**src/rtl/ili_spi_slave_pkg.sv**
```systemverilog
// rtl/ili_spi_slave_pkg.sv - shared constants and types for the ILI9341-style SPI slave
package pkg_ili9341;

   localparam logic [7:0] C_RDDID = 8'h04;

   typedef struct packed {
      logic       dc;
      logic [7:0] val;
   } st_slv_byte;

   typedef enum logic {
      IDLE,
      RD_SHIFT
   } st_rd_state;

endpackage

```
**src/rtl/ili_spi_slave_fifo.sv**
```systemverilog
// rtl/ili_spi_slave_fifo.sv - show-ahead received-byte FIFO (module slv_byte_fifo)
module slv_byte_fifo
   import pkg_ili9341::*;
#(
   parameter int FIFO_DEPTH = 4
)(
   input  logic       clk,
   input  logic       rst,
   input  logic       push,
   input  logic       pop,
   input  st_slv_byte din,
   output st_slv_byte dout,
   output logic       full,
   output logic       empty
);

   localparam int AW = (FIFO_DEPTH > 1) ? $clog2(FIFO_DEPTH) : 1;
   localparam logic [AW:0] FULL_CNT = FIFO_DEPTH[AW:0];

   st_slv_byte     mem [FIFO_DEPTH];
   logic [AW-1:0]  wr_ptr;
   logic [AW-1:0]  rd_ptr;
   logic [AW:0]    count;
   logic           do_push;
   logic           do_pop;

   // a write into a full FIFO still lands when the head leaves on the same edge
   assign do_pop  = pop & ~empty;
   assign do_push = push & (~full | do_pop);
   assign empty   = (count == '0);
   assign full    = (count == FULL_CNT);
   assign dout    = empty ? '0 : mem[rd_ptr];

   always_ff @(posedge clk or posedge rst) begin
      if (rst) begin
         wr_ptr <= '0;
         rd_ptr <= '0;
         count  <= '0;
      end else begin
         if (do_push) wr_ptr <= wr_ptr + 1'b1;
         if (do_pop)  rd_ptr <= rd_ptr + 1'b1;
         case ({do_push, do_pop})
            2'b10:   count <= count + 1'b1;
            2'b01:   count <= count - 1'b1;
            default: count <= count;
         endcase
      end
   end

   always_ff @(posedge clk) begin
      if (do_push) mem[wr_ptr] <= din;
   end

endmodule

```
**src/rtl/ili_spi_slave.sv**
```systemverilog
// rtl/ili_spi_slave.sv - mode-0 SPI slave for ILI9341 command/data bytes; RDDID readback under ILI_SLV_READBACK_EN
module ili_spi_slave
   import pkg_ili9341::*;
#(
   parameter int          FIFO_DEPTH = 4,
   parameter logic [23:0] ID_VALUE   = 24'h009341
)(
   input  logic        clk,
   input  logic        rst,
   input  logic        sclk,
   input  logic        mosi,
   input  logic        cs,
   input  logic        dc,
   output logic        miso,
   output st_slv_byte  o_byte,
   output logic        o_valid,
   input  logic        i_ready,
   output logic        o_overflow,
   output logic        o_frame_err,
   output logic [15:0] o_cmd_count
);

   logic [1:0] sclk_ff, mosi_ff, cs_ff, dc_ff;
   logic       sclk_s, mosi_s, cs_s, dc_s;
   logic       sclk_prev;
   logic       rise;
   logic [2:0] bit_cnt;
   logic [6:0] shreg;
   logic       byte_done;
   st_slv_byte new_byte;
   logic       pop;
   logic       fifo_full;
   logic       fifo_empty;

   assign sclk_s = sclk_ff[1];
   assign mosi_s = mosi_ff[1];
   assign cs_s   = cs_ff[1];
   assign dc_s   = dc_ff[1];
   assign rise   = sclk_s & ~sclk_prev;

   assign byte_done = rise & ~cs_s & (bit_cnt == 3'd7);
   assign new_byte  = '{dc: dc_s, val: {shreg, mosi_s}};
   assign o_valid   = ~fifo_empty;
   assign pop       = o_valid & i_ready;

   always_ff @(posedge clk or posedge rst) begin
      if (rst) begin
         sclk_ff     <= '0;
         mosi_ff     <= '0;
         cs_ff       <= '0;
         dc_ff       <= '0;
         sclk_prev   <= 1'b0;
         bit_cnt     <= '0;
         shreg       <= '0;
         o_overflow  <= 1'b0;
         o_frame_err <= 1'b0;
         o_cmd_count <= '0;
      end else begin
         sclk_ff     <= {sclk_ff[0], sclk};
         mosi_ff     <= {mosi_ff[0], mosi};
         cs_ff       <= {cs_ff[0], cs};
         dc_ff       <= {dc_ff[0], dc};
         sclk_prev   <= sclk_s;
         o_frame_err <= 1'b0;
         if (cs_s) begin
            if (bit_cnt != 3'd0) begin
               bit_cnt     <= '0;
               o_frame_err <= 1'b1;
            end
         end else if (rise) begin
            shreg   <= {shreg[5:0], mosi_s};
            bit_cnt <= bit_cnt + 3'd1;
         end
         // dropped command bytes still count
         if (byte_done && !dc_s) o_cmd_count <= o_cmd_count + 16'd1;
         if (byte_done && fifo_full && !pop) o_overflow <= 1'b1;
      end
   end

   slv_byte_fifo #(
      .FIFO_DEPTH (FIFO_DEPTH)
   ) u_fifo (
      .clk   (clk),
      .rst   (rst),
      .push  (byte_done),
      .pop   (pop),
      .din   (new_byte),
      .dout  (o_byte),
      .full  (fifo_full),
      .empty (fifo_empty)
   );

`ifdef ILI_SLV_READBACK_EN
   localparam logic [31:0] RD_WORD = {8'h00, ID_VALUE};

   st_rd_state rd_state;
   logic [31:0] rd_sr;
   logic [4:0]  rd_cnt;
   logic        rd_hold;
   logic        fall;

   assign fall = ~sclk_s & sclk_prev;

   // the fall closing the RDDID byte only presents bit 31; the next 32 falls walk the word
   always_ff @(posedge clk or posedge rst) begin
      if (rst) begin
         rd_state <= IDLE;
         rd_sr    <= '0;
         rd_cnt   <= '0;
         rd_hold  <= 1'b0;
         miso     <= 1'b0;
      end else begin
         case (rd_state)
            IDLE: begin
               miso <= 1'b0;
               if (byte_done && !dc_s && new_byte.val == C_RDDID) begin
                  rd_state <= RD_SHIFT;
                  miso     <= RD_WORD[31];
                  rd_sr    <= {RD_WORD[30:0], 1'b0};
                  rd_cnt   <= '0;
                  rd_hold  <= 1'b1;
               end
            end
            RD_SHIFT: begin
               if (cs_s) begin
                  rd_state <= IDLE;
                  miso     <= 1'b0;
               end else if (fall) begin
                  if (rd_hold) begin
                     rd_hold <= 1'b0;
                  end else if (rd_cnt == 5'd31) begin
                     rd_state <= IDLE;
                     miso     <= 1'b0;
                  end else begin
                     miso   <= rd_sr[31];
                     rd_sr  <= {rd_sr[30:0], 1'b0};
                     rd_cnt <= rd_cnt + 5'd1;
                  end
               end
            end
            default: begin
               rd_state <= IDLE;
               miso     <= 1'b0;
            end
         endcase
      end
   end
`else
   logic unused_id;
   assign unused_id = ^ID_VALUE;
   assign miso      = 1'b0;
`endif

endmodule

```
**config.mk**
```make
export PLATFORM = sky130hd
export DESIGN_NAME = ili_spi_slave
export DESIGN_NICKNAME = d
export VERILOG_FILES = /design/src/rtl/ili_spi_slave_pkg.sv /design/src/rtl/ili_spi_slave_fifo.sv /design/src/rtl/ili_spi_slave.sv
export SDC_FILE = /design/constraint.sdc
export NUM_CORES = 1
export LEC_CHECK = 0
export ABC_AREA = 1
export CORE_MARGIN = 3
export CORE_UTILIZATION = 29
export DETAILED_ROUTE_END_ITERATION = 8
export PLACE_DENSITY = 0.43
export SETUP_SLACK_MARGIN = 0.15
export SLEW_MARGIN = 10
export SYNTH_ARGS = -nofsm -noshare
export SYNTH_HDL_FRONTEND = slang
export SYNTH_SLANG_ARGS = --single-unit
```
**constraint.sdc**
```tcl
create_clock -name clk -period 2.1 [get_ports clk]
set_input_delay 0.63 -clock clk [delete_from_list [all_inputs] [get_ports clk]]
set_output_delay 0.63 -clock clk [all_outputs]
set_load 0.01 [all_outputs]
```
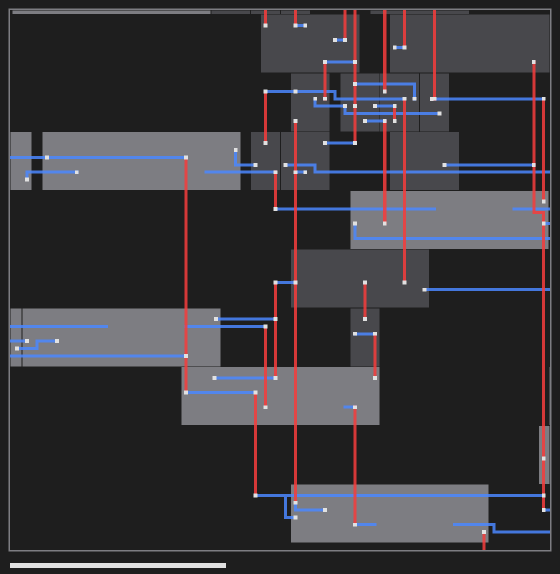
(run_1/zoom.png)
Scale bar: 10 um. Window x 16 to 41, y 16 to 41 um. Cells in grey, sequential cells in the stronger grey; small squares are vias.
Key: met2 = red; met1 = blue
Sequential cells in the window: 5. Most frequent: dfrtp_1 (5), inv_2 (2). 16 logic cells have their middle in the window.

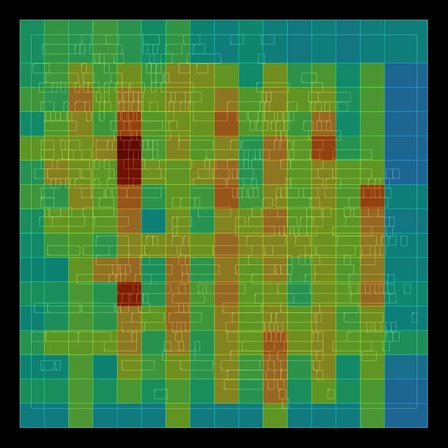
(run_1/final_congestion.png)
GRT busiest layer: met2
met3 track demand over resource: 0.0256

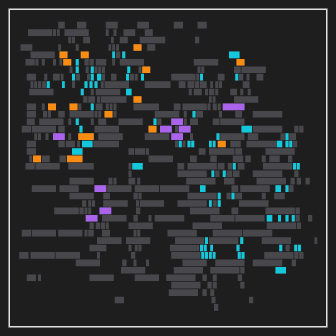
(run_1/gate_families.png)
Key: adder and majority cells = purple [cells 9, most used ha_1]; NOR gates = cyan [cells 72, most used nor2_1]; XOR/XNOR gates = orange [cells 15, most used xor2_1]

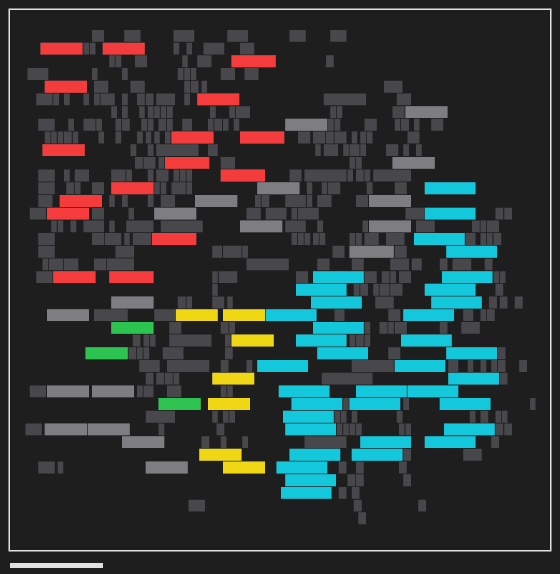
(run_1/registers.png)
Scale bar: 20 um.
Key: `u_fifo.mem` = cyan [placed flops 36]; `o_cmd_count` = red [placed flops 16]; `shreg` = yellow [placed flops 7]; `bit_cnt` = green [placed flops 3]
Another 18 sequential cells are not coloured.

==> deck_impl_summary.md, run 1 <==
Physical Implementation Snapshot

Setup path
  • Most Frequent Cell on Critical Path: sky130_fd_sc_hd__nor2_1
  • Number of stages on the worst setup path: 6
  • Worst path max stage delay: 460 ps
  • Critical path endpoint category: output pin
  • List of cells traversed by the critical path: buf_6 > nor2_1 > nor2_1 > o21ai_1 > a21oi_1 > buf_2
  • Timing startpoint of the critical path: u_fifo.rd_ptr[0]
  • Sort of element at the start of the critical path: flop

Logic synthesis
  • Fraction of synthesized cell area in xor and xnor cells: 0.0419
  • Gate Count Post-Synth: 342
  • Top logic family: simple AND/OR/NAND/NOR gates
  • Distinct lib cells used: 29
  • Yosys warns: 0
  • Share of flip-flops with an asynchronous set or reset: 0.550
  • Total cells reported by yosys after synthesis: 342
  • Mean cell area of the mapped netlist: 10.2 um2
  • Syn nets: 358
  • Area fraction of the dominant cell type after synthesis: 0.315
  • AND-OR/OR-AND share of the synthesized area: 0.0638
  • Sequential cell area fraction in the yosys report: 0.625

Final timing
  • Final number of hold-violating endpoints: 0
  • FMAX: 486 MHz
  • Setup slack after layout: 42.9 ps
  • Slew Limit Fails: 0

GRT
  • Overall track demand over capacity in global routing: 0.119
  • Global-route wire length before repair: 12100 um
  • Pin count of the biggest net entering global routing: 29

Pwr
  • Total leakage power: 2.07 nW
  • Worst voltage drop across the vdd grid: 0.000337 V
  • Total Power: 4.95 mW

Worst hold path
  • Worst hold path endpoint: dc_ff[1]
  • Worst min-delay path startpoint: dc_ff[0]

Finish
  • Antenna cells: 0
  • Comb. cell area: 1160 um2
  • Final Instance Count excl. Fillers: 568
  • Filler Cell Count: 1127

Clocking
  • Number of buffers created by CTS: 9
  • Number of sinks driven by the clock tree: 80
  • Clock tree from TritonCTS: done

Flow run
  • Number of maximum-capacitance constraint violations: 0

Drt
  • Average vias per placed instance: 4.30

Floorplanning
  • Die outline area: 13400 um2
  • I/O Pins: 36
  • Placeable core area: 11600 um2

Place
  • Detailed placement HPWL: 4920 um
  • Post-placement cell count: 539
  • Post-place setup slack: -284 ps

Status
  • Result of the run: complete, no violations
## run 1: area by class of cell
cell class                      instances  area share
Clock inverter                          7      0.0182
Clock buffer                            9      0.0488
Timing Repair Buffer                   74       0.136
Tap cell                              143      0.0388
Multi-Input combinational cell        219       0.252
Sequential cell                        80       0.475
Inverter                               36      0.0304
## run 1: worst max-delay path by stage
stage                     slack (ps)                to
after floorplan                  320  u_fifo.mem[0][0]
after CTS                         20         o_byte[0]
final                             40         o_byte[2]
after global routing             -80         o_byte[2]
after global placement          -170         o_byte[5]
after detailed placement        -280         o_byte[2]
## run 1: Yosys cell counts, drive strengths merged (2+ instances only)
library cell  number
a21oi             13
xor2              12
dfrtp             44
nor2              71
nand2             67
ha                 8
o21ai             30
edfxtp            36
nand3              9
inv               35
clkbuf             2
buf                5
xnor2              3
## run 1: power breakdown
group / internal [mW] / leakage [nW] / switching (mW)
clock network: 0.944 / 0.149 / 0.674
logic: 0.673 / 1.04 / 0.743
registers: 1.79 / 0.881 / 0.126
## run 1: layer usage
layer | routed length (um) | global-route usage
met2 | 3390 | 0.186
met3 | 230 | 0.0256
met4 | 126 | 0.0580
met1 | 3460 | 0.157
met5 | 0 | 0
## run 1: worst reg2reg max path: stages, from the launching register on
cell and delay [ps]:
sky130_fd_sc_hd__dfrtp_1 380, sky130_fd_sc_hd__ha_1 200, sky130_fd_sc_hd__ha_1 230, sky130_fd_sc_hd__nand2_2 110
sky130_fd_sc_hd__nand2_2 80, sky130_fd_sc_hd__fa_2 390, sky130_fd_sc_hd__inv_1 60, sky130_fd_sc_hd__nand2_1 60
sky130_fd_sc_hd__nand2_1 60, sky130_fd_sc_hd__nand2_1 40, sky130_fd_sc_hd__nand2_1 50, sky130_fd_sc_hd__inv_1 30
## run 1: metrics by stage
step | hold slack, ps | TNS, ps | area [um2]
3_3_place_gp | 333 | -1570 | 4180
5_1_grt | 355 | -299 | 4610
6_report | 349 | 0 | 4610
2_1_floorplan | 331 | 0 | 3490
3_5_place_dp | 335 | -2520 | 4180
4_1_cts | 350 | 0 | 4550
## run 1: flip-flops by register name, indices dropped and copies added, names as in the netlist, 3 cells and up
name          cells
u_fifo.mem       36
u_fifo.count      3
bit_cnt           3
o_cmd_count      16
shreg             7
## run 1: what timing repair did
item / CTS / global route
cloned: 1 / 0
gates resized: 78 / 19
setup endpoints to repair: 22 / 17
pin swaps: 8 / 4
buffers inserted: 8 / 4
## run 1: cells by family after synthesis
family          count (synthesis)
xor+xnor                       15
other cells                     1
fa+ha+maj                       9
buf+inv                        43
flops                          80
simple gates                  150
compound gates                 44
==> run 1 -> run 2 <==
--- a/config.mk
+++ b/config.mk
@@ -8,6 +8,7 @@
 export ABC_AREA = 1
 export CORE_MARGIN = 3
 export CORE_UTILIZATION = 29
+export CTS_CLUSTER_SIZE = 40
 export DETAILED_ROUTE_END_ITERATION = 8
 export PLACE_DENSITY = 0.43
 export SETUP_SLACK_MARGIN = 0.15
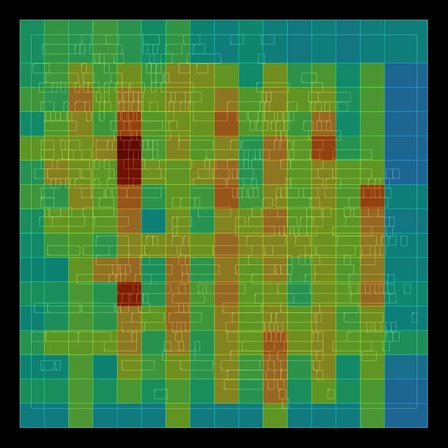
(run_2/final_congestion.png)
Wirelength per Cell: 12.7 um
Finished Core Util: 0.397
met2 track utilization from global routing: 0.186
overall track demand over capacity in global routing: 0.119

==> run 2 against run 1 <==
- worst hold slack unchanged
- sequential power about the same
- final cell count unchanged
- clock skew is the same
- combinational power about the same
- clock power barely moved
- maximum frequency did not move
- routed wire length did not move
- setup slack did not move
- critical path depth is the same
- total power is the same
- count of clock-buffer cells in the layout unchanged
==> deck_impl_summary.md, run 2 <==
Physical Implementation Snapshot

Place
  • Buffers added on ports: 34 (unchanged)
  • Placed Area: 4180 um2 (unchanged)
  • Detailed placement HPWL: 4920 um (unchanged)
  • Weighted congestion reported at the end of routability-driven placement: 0.742 (unchanged)

Pwr
  • Power density of the placed cells: 1070 nW/um2 (unchanged)
  • Worst voltage drop across the vdd grid: 0.000337 V (unchanged)
  • Total Power: 4.95 mW (unchanged)
  • Total leakage power: 2.07 nW (unchanged)

Logic synthesis
  • Summed standard-cell area reported by yosys: 3490 um2 (unchanged)
  • Gate Count Post-Synth: 342 (unchanged)
  • Cell area leaders: sky130_fd_sc_hd__dfrtp_1 32%, sky130_fd_sc_hd__edfxtp_1 31%, sky130_fd_sc_hd__nor2_1 7.2%, sky130_fd_sc_hd__nand2_1 7.1%, sky130_fd_sc_hd__o21ai_0 4.3% (unchanged)
  • Distinct lib cells used: 29 (unchanged)
  • Top-count cell post-synth: sky130_fd_sc_hd__nor2_1 (unchanged)
  • Commonest cells in the netlist: 67 x sky130_fd_sc_hd__nor2_1, 66 x sky130_fd_sc_hd__nand2_1, 44 x sky130_fd_sc_hd__dfrtp_1 (unchanged)
  • Mean cell area of the mapped netlist: 10.2 um2 (unchanged)
  • Share of flip-flops with an asynchronous set or reset: 0.550 (unchanged)
  • Syn nets: 358 (unchanged)
  • Dominant flop cell: sky130_fd_sc_hd__dfrtp_1 (unchanged)
  • Sequential cell area fraction in the yosys report: 0.625 (unchanged)
  • Total cells reported by yosys after synthesis: 342 (unchanged)
  • Yosys warns: 0 (unchanged)
  • Synthesized registers: 80 (unchanged)
  • Count of flip-flops with a built-in enable after synthesis: 36 (unchanged)
  • Area fraction of the dominant cell type after synthesis: 0.315 (unchanged)

Clocking
  • Count of hold-fix buffers inserted at cts: 0 (unchanged)
  • CTS Buffer Depth: 2 (unchanged)
  • Clock transition at the register clock pins on the worst setup and hold paths after CTS: 60 ps (about the same)
  • Number of buffers created by CTS: 9 (unchanged)
  • Number of sinks driven by the clock tree: 80 (unchanged)
  • Clock tree from TritonCTS: done (unchanged)

Floorplanning
  • I/O Pins: 36 (unchanged)
  • Die boundary height: 116 um (unchanged)
  • Placeable core area: 11600 um2 (unchanged)
  • Die outline area: 13400 um2 (unchanged)

Finish
  • Filler Cell Count: 1127 (unchanged)
  • Registers with the highest flip-flop counts: u_fifo.mem x36, o_cmd_count x16, shreg x7 (unchanged)
  • Antenna cells: 0 (unchanged)
  • Number of flip-flops under the largest register name: 36 (unchanged)
  • Layout overhead on the synthesized area: 32.1% (unchanged)
  • Post-route cell area: 4610 um2 (unchanged)
  • Net total in the final layout: 436 (unchanged)
  • Largest Register: u_fifo.mem (unchanged)

Setup path
  • Worst path max stage delay: 460 ps (about the same)
  • List of cells traversed by the critical path: buf_6 > nor2_1 > nor2_1 > o21ai_1 > a21oi_1 > buf_2 (unchanged)
  • Worst setup path class: reg2out (unchanged)
  • Total buffers and inverters traversed by the critical path: 2 (unchanged)
  • R2R depth: 11 (unchanged)
  • Most Frequent Cell on Critical Path: sky130_fd_sc_hd__nor2_1 (unchanged)
  • Sort of element at the start of the critical path: flop (unchanged)
  • Critical path endpoint category: output pin (unchanged)
  • Number of stages on the worst setup path: 6 (unchanged)

Flow run
  • Number of maximum-capacitance constraint violations: 0 (unchanged)
  • Number of warnings in the stage logs: 32 (unchanged)

Final timing
  • Ratio of final minimum period to clock period: 0.980 (unchanged)
  • Clock period minus final worst setup slack: 2060 ps (unchanged)
  • Slew Limit Fails: 0 (unchanged)
  • Final number of hold-violating endpoints: 0 (unchanged)
  • FMAX: 486 MHz (unchanged)

Drt
  • Violation tally from detailed-route iteration zero: 73 (unchanged)
  • Residual DRC: 0 (unchanged)
  • First-pass iteration count of the detailed router: 4 (unchanged)
  • Total wire length after detailed routing: 7210 um (unchanged)
  • Average vias per placed instance: 4.30 (unchanged)
  • Number of nets with antenna violations after detailed routing: 0 (unchanged)

GRT
  • Global-route wire length before repair: 12100 um (unchanged)
  • Pin count of the biggest net entering global routing: 29 (unchanged)
  • Antenna violations before repair: 0 (unchanged)
  • Gr ovfl total: 0 (unchanged)

Status
  • Result of the run: complete, no violations (unchanged)

Worst hold path
  • Number of cells on the worst hold path: 0 (unchanged)
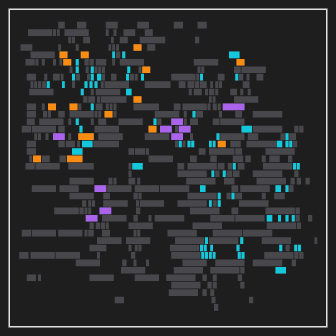
(run_2/gate_families.png)
Key: NOR gates = cyan [cells 72, most used nor2_1]; XOR/XNOR gates = orange [cells 15, most used xor2_1]; adder and majority cells = purple [cells 9, most used ha_1]

## run 2: cell counts after synthesis
Identical to the previous run, type by type.
## run 2: per-layer routing
layer / part of all wire / wire length, um / track usage / vias up
met5: 0 / 0 / 0 / -
li1: - / - / - / 1249
met4: 0.017 / 126 / 0.0580 / 0
met3: 0.032 / 230 / 0.0256 / 9
met1: 0.48 / 3460 / 0.157 / 1141
met2: 0.47 / 3390 / 0.186 / 44
## run 2: repair_timing
| item | in CTS | in global routing |
|---|---|---|
| buffers inserted | 8 | 4 |
| cloned | 1 | 0 |
| gates resized | 78 | 19 |
| endpoints found under the hold margin | 0 | 0 |
| pin swaps | 8 | 4 |
| setup endpoints to repair | 22 | 17 |
## run 2: logic make-up after synthesis
family	share of synthesized area
compound gates	0.0638
xor+xnor	0.0419
fa+ha+maj	0.0344
buf+inv	0.0530
flops	0.625
other cells	0.00107
simple gates	0.181
## run 2: layout make-up
class	count	area [um2]	share of cell area
multi-input cells	219	1160	0.252
well taps	143	179	0.0388
clock buffers	9	225	0.0488
flip-flops and latches	80	2190	0.475
inverters	36	140	0.0304
clock inverters	7	83.8	0.0182
repair buffers	74	629	0.136
## run 2: path summary, 6_finish.rpt
check                           slack (ps)               end        startpoint
worst max-delay path                    40         o_byte[2]  u_fifo.rd_ptr[0]
worst min-delay path                   350          dc_ff[1]          dc_ff[0]
worst max register to register         300   u_fifo.count[2]        bit_cnt[0]
worst min register to register         350          dc_ff[1]          dc_ff[0]
max in group asynchronous             1000  u_fifo.rd_ptr[0]               rst
min in group asynchronous              590          cs_ff[0]               rst
## run 2: report_power, final
part | switching [mW] | internal [mW] | leakage (nW)
clock network | 0.674 | 0.944 | 0.149
registers | 0.126 | 1.79 | 0.881
logic | 0.743 | 0.673 | 1.04
## run 2: through the flow
step                hold slack [ps]  setup slack (ps)  std cells  TNS, ps
finish                          349              42.9        568        0
global route                    355             -78.4        568     -299
CTS                             350              20.3        564        0
detailed placement              335              -284        539    -2520
global placement                333              -169        539    -1570
floorplan                       331               321        342        0
Power figures rest on the tool's default switching activity, not on a simulated workload.
